## config.mk

```make
export PLATFORM = sky130hd
export DESIGN_NAME = logicnet_input_quantizer
export DESIGN_NICKNAME = d
export VERILOG_FILES = /design/src/rtl/logicnet_input_quantizer_pkg.sv /design/src/rtl/logicnet_feature_threshold.sv /design/src/rtl/logicnet_input_quantizer.sv
export SDC_FILE = /design/constraint.sdc
export NUM_CORES = 1
export LEC_CHECK = 0
export CORE_MARGIN = 1.5
export CORE_UTILIZATION = 41
export DETAILED_ROUTE_END_ITERATION = 8
export GPL_TIMING_DRIVEN = 0
export MAX_ROUTING_LAYER = met4
export PLACE_DENSITY_LB_ADDON = 0.05
export SETUP_SLACK_MARGIN = 0.5
export SLEW_MARGIN = 25
export SYNTH_ARGS = -nofsm -noshare
export SYNTH_HDL_FRONTEND = slang
export SYNTH_SLANG_ARGS = --single-unit
```

## constraint.sdc

```tcl
create_clock -name clk -period 3.52 [get_ports clk]
set_clock_uncertainty 0.1 [all_clocks]
set_input_delay 0.88 -clock clk [delete_from_list [all_inputs] [get_ports clk]]
set_output_delay 0.88 -clock clk [all_outputs]
set_load 0.01 [all_outputs]
```

## src/rtl/logicnet_input_quantizer_pkg.sv

```systemverilog
// Shared types and constants for the LogicNet input quantizer: feature/code
// types, the per-feature threshold table and the frame FSM state encoding.
package logicnet_pkg;

   localparam int FEAT_W       = 16;
   localparam int IN_BITS      = 2;
   localparam int MAX_FEATURES = 49;

   typedef logic signed [FEAT_W-1:0] feat_t;
   typedef logic [IN_BITS-1:0]       code_t;

   // Three ordered thresholds per feature: t0 <= t1 <= t2.
   typedef struct packed {
      feat_t t2;
      feat_t t1;
      feat_t t0;
   } thr_t;

   typedef thr_t [MAX_FEATURES-1:0] thr_tab_t;

   typedef enum logic {
      COLLECT = 1'b0,
      PRESENT = 1'b1
   } state_t;

   // Builds the threshold table; every feature currently shares the
   // symmetric split {-256, 0, 256} around zero.
   function automatic thr_tab_t gen_thresholds();
      thr_tab_t tab;
      for (int k = 0; k < MAX_FEATURES; k++) begin
         tab[k].t0 = -16'sd256;
         tab[k].t1 = 16'sd0;
         tab[k].t2 = 16'sd256;
      end
      return tab;
   endfunction

   localparam thr_tab_t THRESH_TAB = gen_thresholds();

endpackage

```

## src/rtl/logicnet_feature_threshold.sv

```systemverilog
// Combinational per-feature quantizer: looks up the three thresholds of
// feature idx_i and counts how many of them the signed input reaches.
module logicnet_feature_threshold
   import logicnet_pkg::*;
#(
   parameter int IDX_W = 6
) (
   input  logic [IDX_W-1:0] idx_i,
   input  feat_t            feat_i,
   output code_t            code_o
);

   localparam int TAB_IW = $clog2(MAX_FEATURES);

   logic [TAB_IW-1:0] tab_idx_s;
   thr_t              thr_s;
   logic              ge0_s;
   logic              ge1_s;
   logic              ge2_s;

   // Threshold lookup and signed compare; code is the number of thresholds met.
   always_comb begin
      tab_idx_s = TAB_IW'(idx_i);
      thr_s     = THRESH_TAB[tab_idx_s];
      ge0_s     = ($signed(feat_i) >= $signed(thr_s.t0));
      ge1_s     = ($signed(feat_i) >= $signed(thr_s.t1));
      ge2_s     = ($signed(feat_i) >= $signed(thr_s.t2));
      code_o    = code_t'(ge0_s) + code_t'(ge1_s) + code_t'(ge2_s);
   end

endmodule

```

## src/rtl/logicnet_input_quantizer.sv

```systemverilog
// Streaming front end: quantizes one feature per beat, assembles a frame of
// 2-bit codes and presents the packed vector until downstream takes it.
// Frames whose s_last does not line up with the final index are dropped.
module logicnet_input_quantizer #(
   parameter int NUM_FEATURES = 49,
   parameter int FEAT_W       = 16,
   parameter int IN_BITS      = 2
) (
   input  logic                            clk,
   input  logic                            rst,
   input  logic                            s_valid,
   output logic                            s_ready,
   input  logic signed [FEAT_W-1:0]        s_data,
   input  logic                            s_last,
   output logic                            m_valid,
   input  logic                            m_ready,
   output logic [NUM_FEATURES*IN_BITS-1:0] m_data,
   output logic                            err_frame
);

   import logicnet_pkg::*;

   localparam int IDX_W = $clog2(NUM_FEATURES);
   localparam int VEC_W = NUM_FEATURES * IN_BITS;

   state_t            state_q, state_d;
   logic [IDX_W-1:0]  idx_q, idx_d;
   logic [VEC_W-1:0]  asm_q, asm_d;
   logic [VEC_W-1:0]  data_q, data_d;
   logic              s_ready_q, s_ready_d;
   logic              err_q, err_d;
   logic [VEC_W-1:0]  asm_wr_s;
   code_t             code_s;
   logic              accept_s;
   logic              last_idx_s;

   logicnet_feature_threshold #(
      .IDX_W (IDX_W)
   ) u_thr (
      .idx_i  (idx_q),
      .feat_i (feat_t'(s_data)),
      .code_o (code_s)
   );

   // Assembly register with the current beat's code merged into slot idx.
   always_comb begin
      accept_s   = s_valid && s_ready_q;
      last_idx_s = (idx_q == IDX_W'(NUM_FEATURES - 1));
      asm_wr_s   = asm_q;
      for (int k = 0; k < NUM_FEATURES; k++) begin
         if (idx_q == IDX_W'(k)) begin
            asm_wr_s[k*IN_BITS +: IN_BITS] = code_s;
         end else begin
            asm_wr_s[k*IN_BITS +: IN_BITS] = asm_q[k*IN_BITS +: IN_BITS];
         end
      end
   end

   // Frame FSM: index stepping, framing check, hand-off to the output register.
   always_comb begin
      state_d = state_q;
      idx_d   = idx_q;
      asm_d   = asm_q;
      data_d  = data_q;
      err_d   = 1'b0;
      case (state_q)
         COLLECT: begin
            if (accept_s) begin
               if (s_last && last_idx_s) begin
                  asm_d   = asm_wr_s;
                  data_d  = asm_wr_s;
                  idx_d   = '0;
                  state_d = PRESENT;
               end else if (!s_last && !last_idx_s) begin
                  asm_d = asm_wr_s;
                  idx_d = idx_q + IDX_W'(1);
               end else begin
                  // Framing mismatch: drop the frame, stale slots are
                  // overwritten by the next complete frame anyway.
                  idx_d = '0;
                  err_d = 1'b1;
               end
            end else begin
               state_d = COLLECT;
            end
         end
         PRESENT: begin
            if (m_ready) begin
               state_d = COLLECT;
            end else begin
               state_d = PRESENT;
            end
         end
         default: begin
            state_d = COLLECT;
            idx_d   = '0;
         end
      endcase
      s_ready_d = (state_d == COLLECT);
   end

   // State, counter and data registers with synchronous reset.
   always_ff @(posedge clk) begin
      if (rst) begin
         state_q   <= COLLECT;
         idx_q     <= '0;
         asm_q     <= '0;
         data_q    <= '0;
         s_ready_q <= 1'b0;
         err_q     <= 1'b0;
      end else begin
         state_q   <= state_d;
         idx_q     <= idx_d;
         asm_q     <= asm_d;
         data_q    <= data_d;
         s_ready_q <= s_ready_d;
         err_q     <= err_d;
      end
   end

   assign s_ready   = s_ready_q;
   assign m_valid   = (state_q == PRESENT);
   assign m_data    = data_q;
   assign err_frame = err_q;

endmodule

```

==> reports/metrics.yaml, run 1 <==
status: "finished clean"
overflow: 0
hold_violations: 0
fmax_ghz: 0.338
p_per_area_nw_per_um2: 431
pwr-share-seq: 0.474
hold-path-endpoint: "asm_q[74]"
fin_area_um2: 11400
comb_share: 0.393
crit_end: "m_data[70]"
met3_length_um: 1340
clock_power_share: 0.493
post_cts_buffers: 0
leakagePower_nw: 4.51
grt_max_degree: 14
fillerInstances: 2103
syn_inst: 996
ir_drop_uv: 279
nonClockBufferCount: 222
ios: 122
min_path_cells: 2
cts.root.buffer_cell: "clkbuf_16"
min_from: "asm_q[74]"
p_int_w: 0.00383
top_cell_area_share: 0.449
fp_nets: 1024
r2r_cells: 9
warnings: 39
layout_min_cycle_time_ns: 2.95
wl_met1_um: 14100
fin_cells: 1427
yosys.cell_types.count: 43
final_cell_mix: "204 x dfxtp_1, 194 x a211oi_1, 112 x clkdlybuf4s50_1"
drt_iter0_drc: 631
placed_cells: 1388
-- run 1: power groups by stage --
stage | clock network (W) | registers (W) | logic (W)
floorplan | 0 | 0.00238 | 0.0000917
global route | 0.00254 | 0.00232 | 0.000175
CTS | 0.00245 | 0.00233 | 0.000161
detailed placement | 0 | 0.00238 | 0.000159
global placement | 0 | 0.00238 | 0.000160
finish | 0.00242 | 0.00233 | 0.000162
-- run 1: registers in the layout (all words and copies together) (netlist names) --
| register | flops |
|---|---|
| err_frame | 1 |
| m_data | 98 |
| m_valid | 1 |
| s_ready | 1 |
| idx_q | 6 |
| asm_q | 98 |
-- run 1: critical path: cells and delay by family --
kind / cells / cell delay, ns
AND/OR/NAND/NOR: 2 / 0.59
adder cells (fa/ha/maj): 1 / 0.55
buffers and inverters: 3 / 0.96
AND-OR/OR-AND: 2 / 0.24
-- run 1: synth_stat cells, drive strengths merged --
cell and instances:
dfxtp 205, a211oi 196, nand2 104, o21ai 100
mux2i 98, buf 69, nand3 55, nor2 52
clkbuf 41, nand3b 10, and3b 9, ha 6
inv 6, a21oi 4, nand2b 4, nor3b 4
or3b 4, and3 3, nor2b 3, nor4 3
a31oi 2, and2 2, and4bb 2, nor3 2
or2 2, or4 2, a32o 1, and4b 1
fa 1, nand4 1, nand4b 1, o2111ai 1
o211a 1, o211ai 1
-- run 1: repair_timing --
item                       4_1_cts  5_1_grt
gates cloned                     0        0
resized                          7       20
setup endpoints to repair      101      106
-- run 1: metrics by stage --
step                worst slack, ns  hold WS, ns  utilization  TNS [ns]
floorplan                     0.898        0.335            -         0
global placement             -0.166        0.346        0.486     -4.62
detailed placement           -0.178        0.351        0.486     -5.54
CTS                           0.526        0.360        0.521         0
global route                  0.417        0.372        0.522         0
finish                        0.565        0.357        0.522         0
Run 1, the metal 4 layer:
Bar = 50 µm. Cells faint in the background.
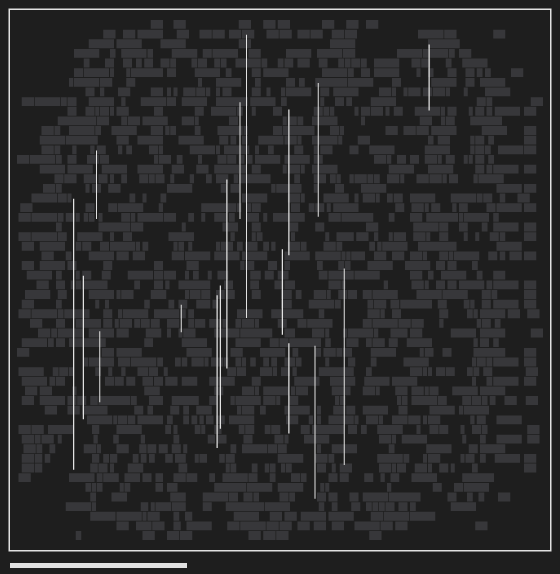
wire length on this layer	654 µm
share of all routed wire	2.2%
main direction	vertical
nets with wire on the layer	12
longest straight run	79.6 µm
routed vias: 8149
WL final: 29500 µm

Run 1, clock routing:
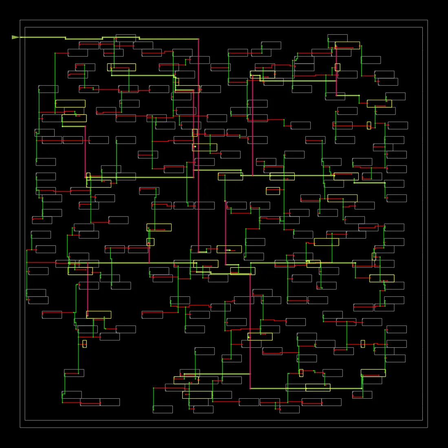
Sink Count: 205
Clock buffer cells: 33
flip-flops: 205
clk latency late pin: 0.50 ns
P_clk: 0.00242 W

Run 1, M2 wires:
Cells faint in the background.
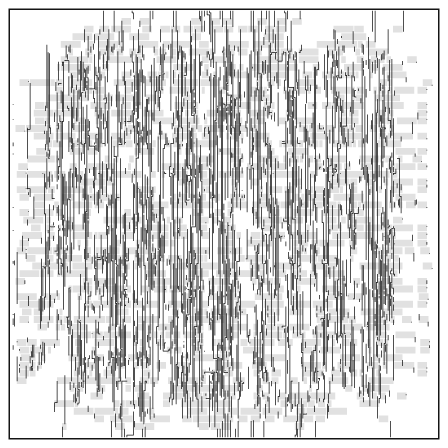
longest straight run	74.6 µm
nets with wire on the layer	968
wire length on this layer	13500 µm
main direction	vertical
met2 usage: 0.404

Run 1, drive-strength map:
Bar = 50 µm.
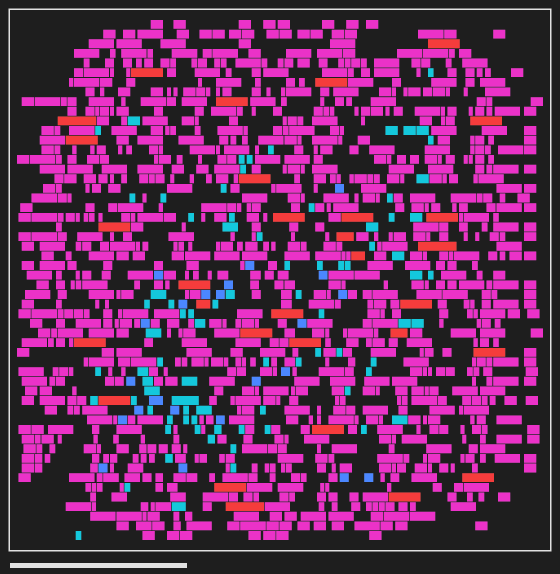
colour	size	cells	share	most used
red	x6 and larger	30	2.6%	clkbuf_16
cyan	x2	82	7.1%	buf_2
magenta	x1 and smaller	1012	88%	dfxtp_1
blue	x3 and x4	23	2.0%	buf_4

==> run 2, diff against run 1 <==
==> constraint.sdc (replaced) <==
create_clock -name clk -period 3.1 [get_ports clk]
set_clock_uncertainty 0.1 [all_clocks]
set_input_delay 0.775 -clock clk [delete_from_list [all_inputs] [get_ports clk]]
set_output_delay 0.775 -clock clk [all_outputs]
set_load 0.01 [all_outputs]
Run 2, drive-strength map:
Bar = 50 µm.
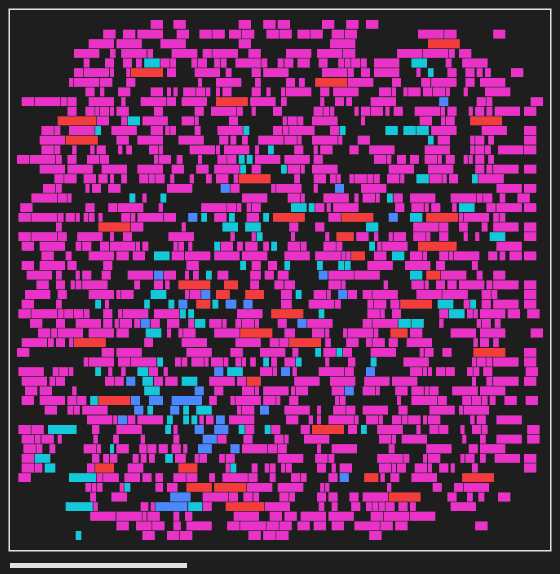
colour	size	cells	share	most used
magenta	x1 and smaller	982	85%	dfxtp_1
cyan	x2	95	8.2%	buf_2
red	x6 and larger	39	3.4%	clkbuf_16
blue	x3 and x4	36	3.1%	buf_4
Buffers excl. clock: 227
Final WS setup: 0.554 ns

==> run 2 against run 1 <==
  * Flip-flop count unchanged
  * Register-to-register slack about the same
  * Count of clock-buffer cells in the layout unchanged
  * Cell count up 0.35%
  * Synthesized cell count unchanged
  * Area after synthesis unchanged
  * Power up 14%
  * Largest power group unchanged
  * Via count up 1.3%
  * Critical endpoint unchanged
  * Non-clock buffer count up 5
  * Setup slack worse by 0.011 ns
  * Critical path depth unchanged
  * Final area up 2.0%
==> reports/metrics.yaml, run 2 <==
ir_drop_uv: 315  # was 279 µV
yosys.cell_types.count: 43  # unchanged
drc: 0  # unchanged
clk-insertion-delay-late_ns: 0.50  # about the same
top_cell_area_share: 0.449  # unchanged
pre_cts_ws_ns: -0.493  # was -0.178 ns
dpl_cell_area_um2: 10600  # unchanged
synth-main-ff-cell: "dfxtp_1"  # unchanged
fin_cells: 1432  # was 1427
cts.root.buffer_cell: "clkbuf_16"  # unchanged
fmax_ghz: 0.393
setup_viol: 0  # unchanged
warnings: 39  # unchanged
final_cell_mix: "202 x dfxtp_1, 185 x a211oi_1, 112 x clkdlybuf4s50_1"  # was 204 x dfxtp_1, 194 x a211oi_1, 112 x clkdlybuf4s50_1
ys_seq_share: 0.449  # unchanged
fp.dieH_um: 152  # unchanged
placed_cells: 1388  # unchanged
post-route-util: 0.533  # was 0.522
fp_nets: 1024  # unchanged
syn_inst: 996  # unchanged
cp_top_family: "buffers and inverters"  # unchanged
status: "finished clean"  # unchanged
ios: 122  # unchanged
grt_pass1_wl_um: 46200  # was 45900 µm
fin_setup_tns_ns: 0  # unchanged
vias: 8259  # was 8149
drt-total-wl_um: 30000  # was 29500 µm
drt_iter0_drc: 603  # was 631
synth-async-reset-ratio: 0  # unchanged
grt_max_degree: 14  # unchanged
use_met2: 0.406  # was 0.404
overflow: 0  # unchanged
hold_violations: 0  # unchanged
worst-path-buf-inv: 3  # unchanged
layout_min_cycle_time_ns: 2.55
fin_area_um2: 11600  # was 11400 µm²
synth-edff-count: 0  # unchanged
common_cells: "205 x dfxtp_1, 196 x a211oi_1, 104 x nand2_1"  # unchanged
synthMostInstantiatedCell: "dfxtp_1"  # unchanged
p_per_area_nw_per_um2: 481  # was 431 nW/µm²
Run 2, routed metal, one colour a layer:
Only two layers are drawn.
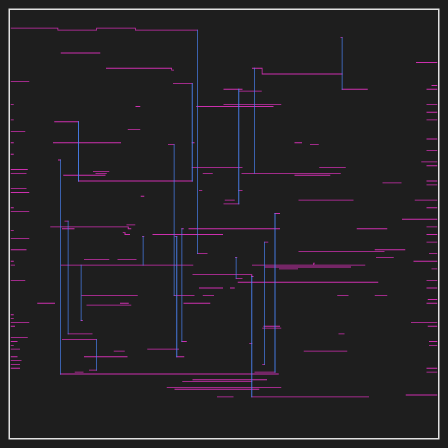
colour	layer	wire length
magenta	M3	1480 µm
blue	M4	676 µm

==> run 2: cell counts after synthesis <==
Identical to the previous run, type by type.
==> run 2: power by group <==
group	total, W	leakage (nW)	switching (W)	internal (W)
Clock	0.00275	0.358	0.00109	0.00166
Sequential	0.00264	1.65	0.00000316	0.00264
Combinational	0.000198	2.60	0.000137	0.0000617
==> run 2: area by class of cell <==
type	instances	area, µm²	share of cell area
Clock buffer	33	633	0.0545
Sequential cell	205	4110	0.354
Buffer	110	653	0.0562
Multi-Input combinational cell	675	4570	0.394
Timing Repair Buffer	117	1170	0.101
Inverter	6	22.5	0.00194
Tap cell	280	350	0.0301
Clock inverter	6	108	0.00926
==> run 2: cell families (layout without fill, tap and decap cells) <==
logic type | Yosys count | count (layout)
AND-OR/OR-AND | 306 | 306
AND/OR/NAND/NOR | 264 | 264
flip-flops | 205 | 205
buffers and inverters | 116 | 272
multiplexers | 98 | 98
adder cells (fa/ha/maj) | 7 | 7
==> run 2: path summary, 6_finish.rpt <==
| path | from | to | slack [ns] | depth (start not counted) |
|---|---|---|---|---|
| max reg2reg | idx_q[2] | m_data[64] | 0.60 | 9 |
| min reg2reg | asm_q[74] | asm_q[74] | 0.36 | 2 |
| min | asm_q[74] | asm_q[74] | 0.36 | 2 |
| max | s_data[8] | m_data[70] | 0.55 | 8 |
==> run 2: layer usage <==
metal,share of wire,wire length [µm]
met1,0.47,14100
met2,0.46,13700
met4,0.023,675
met5,0,0
met3,0.049,1480
==> run 2: repair_timing <==
item                                    4_1_cts  5_1_grt
endpoints found under the setup margin      198      179
pin swaps                                     2        4
gates resized                                46       45
setup buffers                                 2        3
==> run 3, diff against run 2 <==
==> constraint.sdc (replaced) <==
create_clock -name clk -period 2.1 [get_ports clk]
set_clock_uncertainty 0.1 [all_clocks]
set_input_delay 0.525 -clock clk [delete_from_list [all_inputs] [get_ports clk]]
set_output_delay 0.525 -clock clk [all_outputs]
set_load 0.01 [all_outputs]
Run 3, routed metal, one colour a layer:
Only two layers are drawn.
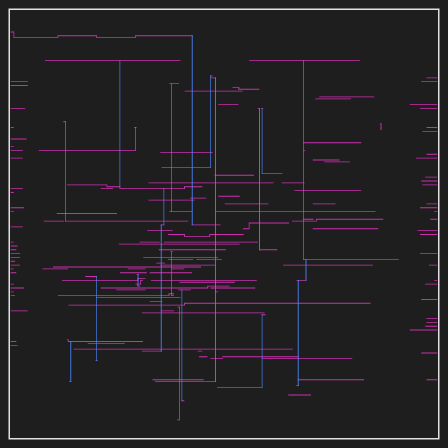
drt wl/cell: 22.1 µm
routed vias: 8520
GRT Total Usage: 0.281

==> run 3 against run 2 <==
  * The run now ends with setup timing left
  * Global-route usage up 2.2 points
  * Via count up 3.2%
  * Critical path depth rose by 1
  * Critical path type is now register to register
==> reports/metrics.yaml, run 3 <==
status: "finished, violations left"  # was finished clean
violations: "setup timing"
setup_viol: 198  # was 0
synth-async-reset-ratio: 0  # unchanged
clk-insertion-delay-late_ns: 0.51  # was 0.50 ns
synth-edff-count: 0  # unchanged
drtAntennaViolNets: 0  # unchanged
fillerInstances: 1827  # was 2088
clkSinkCount: 205  # unchanged
wl_met1_um: 14900  # was 14100 µm
ir_drop_uv: 438  # was 315 µV
post_cts_buffers: 29  # was 2
dr_wl_met2_um: 15000  # was 13700 µm
fin_cells: 1481  # was 1432
use_met2: 0.437  # was 0.406
ios: 122  # unchanged
fp.dieH_um: 152  # unchanged
fp_nets: 1024  # unchanged
leakagePower_nw: 5.59  # was 4.61 nW
drt-total-wl_um: 32700  # was 30000 µm
layout_min_cycle_time_ns: 2.29
overflow: 0  # unchanged
cts.root.buffer_cell: "clkbuf_16"  # unchanged
seqCellArea_um2: 4210  # was 4110 µm²
warnings: 41  # was 39
highest_layer: "met4"  # unchanged
placed_cells: 1388  # unchanged
syn_inst: 996  # unchanged
hold_violations: 0  # unchanged
common_cells: "205 x dfxtp_1, 196 x a211oi_1, 104 x nand2_1"  # unchanged
fin_setup_tns_ns: -26.31  # was 0 ns
drive_gt1_frac: 0.455  # was 0.148
fmax_ghz: 0.436
fin_ws_ns: -0.193  # was 0.554 ns
p_per_area_nw_per_um2: 594  # was 481 nW/µm²
grt_max_degree: 13  # was 14
synthMostInstantiatedCell: "dfxtp_1"  # unchanged
drc: 0  # unchanged
mi_logic_area_um2: 5810  # was 4570 µm²
yosys_cells: 996  # unchanged
final_cell_mix: "129 x dfxtp_1, 106 x a211oi_2, 103 x nand2_1"  # was 202 x dfxtp_1, 185 x a211oi_1, 112 x clkdlybuf4s50_1
grt_pass1_wl_um: 50200  # was 46200 µm
top_cell_area_share: 0.449  # unchanged
ctsResizeCount: 392  # was 46
whs_ns: 0.237  # was 0.356 ns
ys_seq_share: 0.449  # unchanged
drt_iter0_drc: 425  # was 603
met3_length_um: 2040  # was 1480 µm
Run 3, drive-strength map:
Bar = 50 µm.
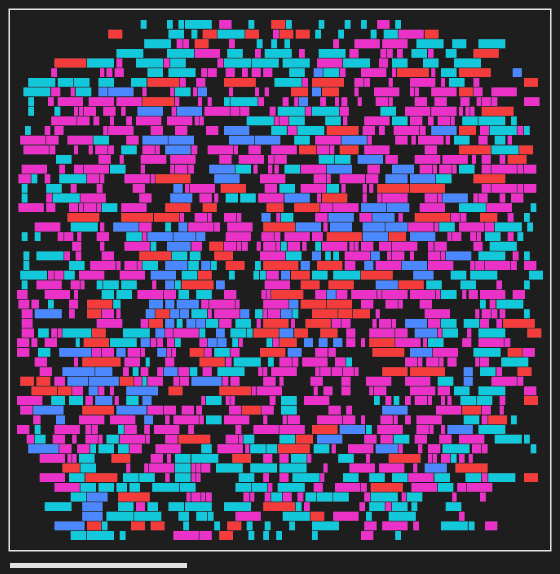
Buffers excl. clock: 275
Final WS setup: -0.193 ns
Area Growth Syn to Fin: 50.7%

==> run 3: cell counts after synthesis <==
No cell type changed its count.
==> run 3: power breakdown <==
group          switching [W]  internal [W]  total [W]  leakage (nW)
combinational       0.000243      0.000115   0.000358          3.54
sequential        0.00000334       0.00389    0.00389          1.69
clock                0.00163       0.00231    0.00394         0.360
==> run 3: cell families (layout without fill, tap and decap cells) <==
| kind of cell | after synthesis | after routing | share of synthesized area |
|---|---|---|---|
| AND-OR/OR-AND | 306 | 306 | 0.223 |
| AND/OR/NAND/NOR | 264 | 264 | 0.147 |
| flip-flops | 205 | 205 | 0.449 |
| buffers and inverters | 116 | 321 | 0.0627 |
| multiplexers | 98 | 98 | 0.107 |
| adder cells (fa/ha/maj) | 7 | 7 | 0.0104 |
==> run 3: per-stage QoR <==
stage          utilization  cell area [µm²]
3_3_place_gp         0.518            11300
3_5_place_dp         0.518            11300
2_1_floorplan            -             9830
4_1_cts              0.604            13200
5_1_grt              0.631            13800
6_report             0.631            13800
==> run 3: critical path, cell delays in order (launching register included) <==
cell and delay (ns):
dfxtp_2 0.32, buf_6 0.11, and4bb_2 0.31, and2_4 0.19, ha_4 0.20, and4bb_4 0.38, buf_8 0.17, buf_8 0.14
nand3_2 0.10, mux2i_1 0.15
==> run 3: final timing paths <==
kind,slack (ns),to,start,cells after the start
worst max-delay path,-0.19,asm_q[35],idx_q[2],9
worst min-delay path,0.24,m_valid,rst,2
worst max register to register,-0.19,asm_q[35],idx_q[2],9
worst min register to register,0.36,asm_q[63],asm_q[63],2
==> run 3: area by class of cell <==
cell class,instances,share of cell area
inverters,6,0.00163
flip-flops and latches,205,0.306
clock buffers,34,0.0484
repair buffers,165,0.118
plain buffers,110,0.0750
multi-input cells,675,0.422
clock inverters,6,0.00400
well taps,280,0.0254
Power is estimated from default activity; no workload was simulated.
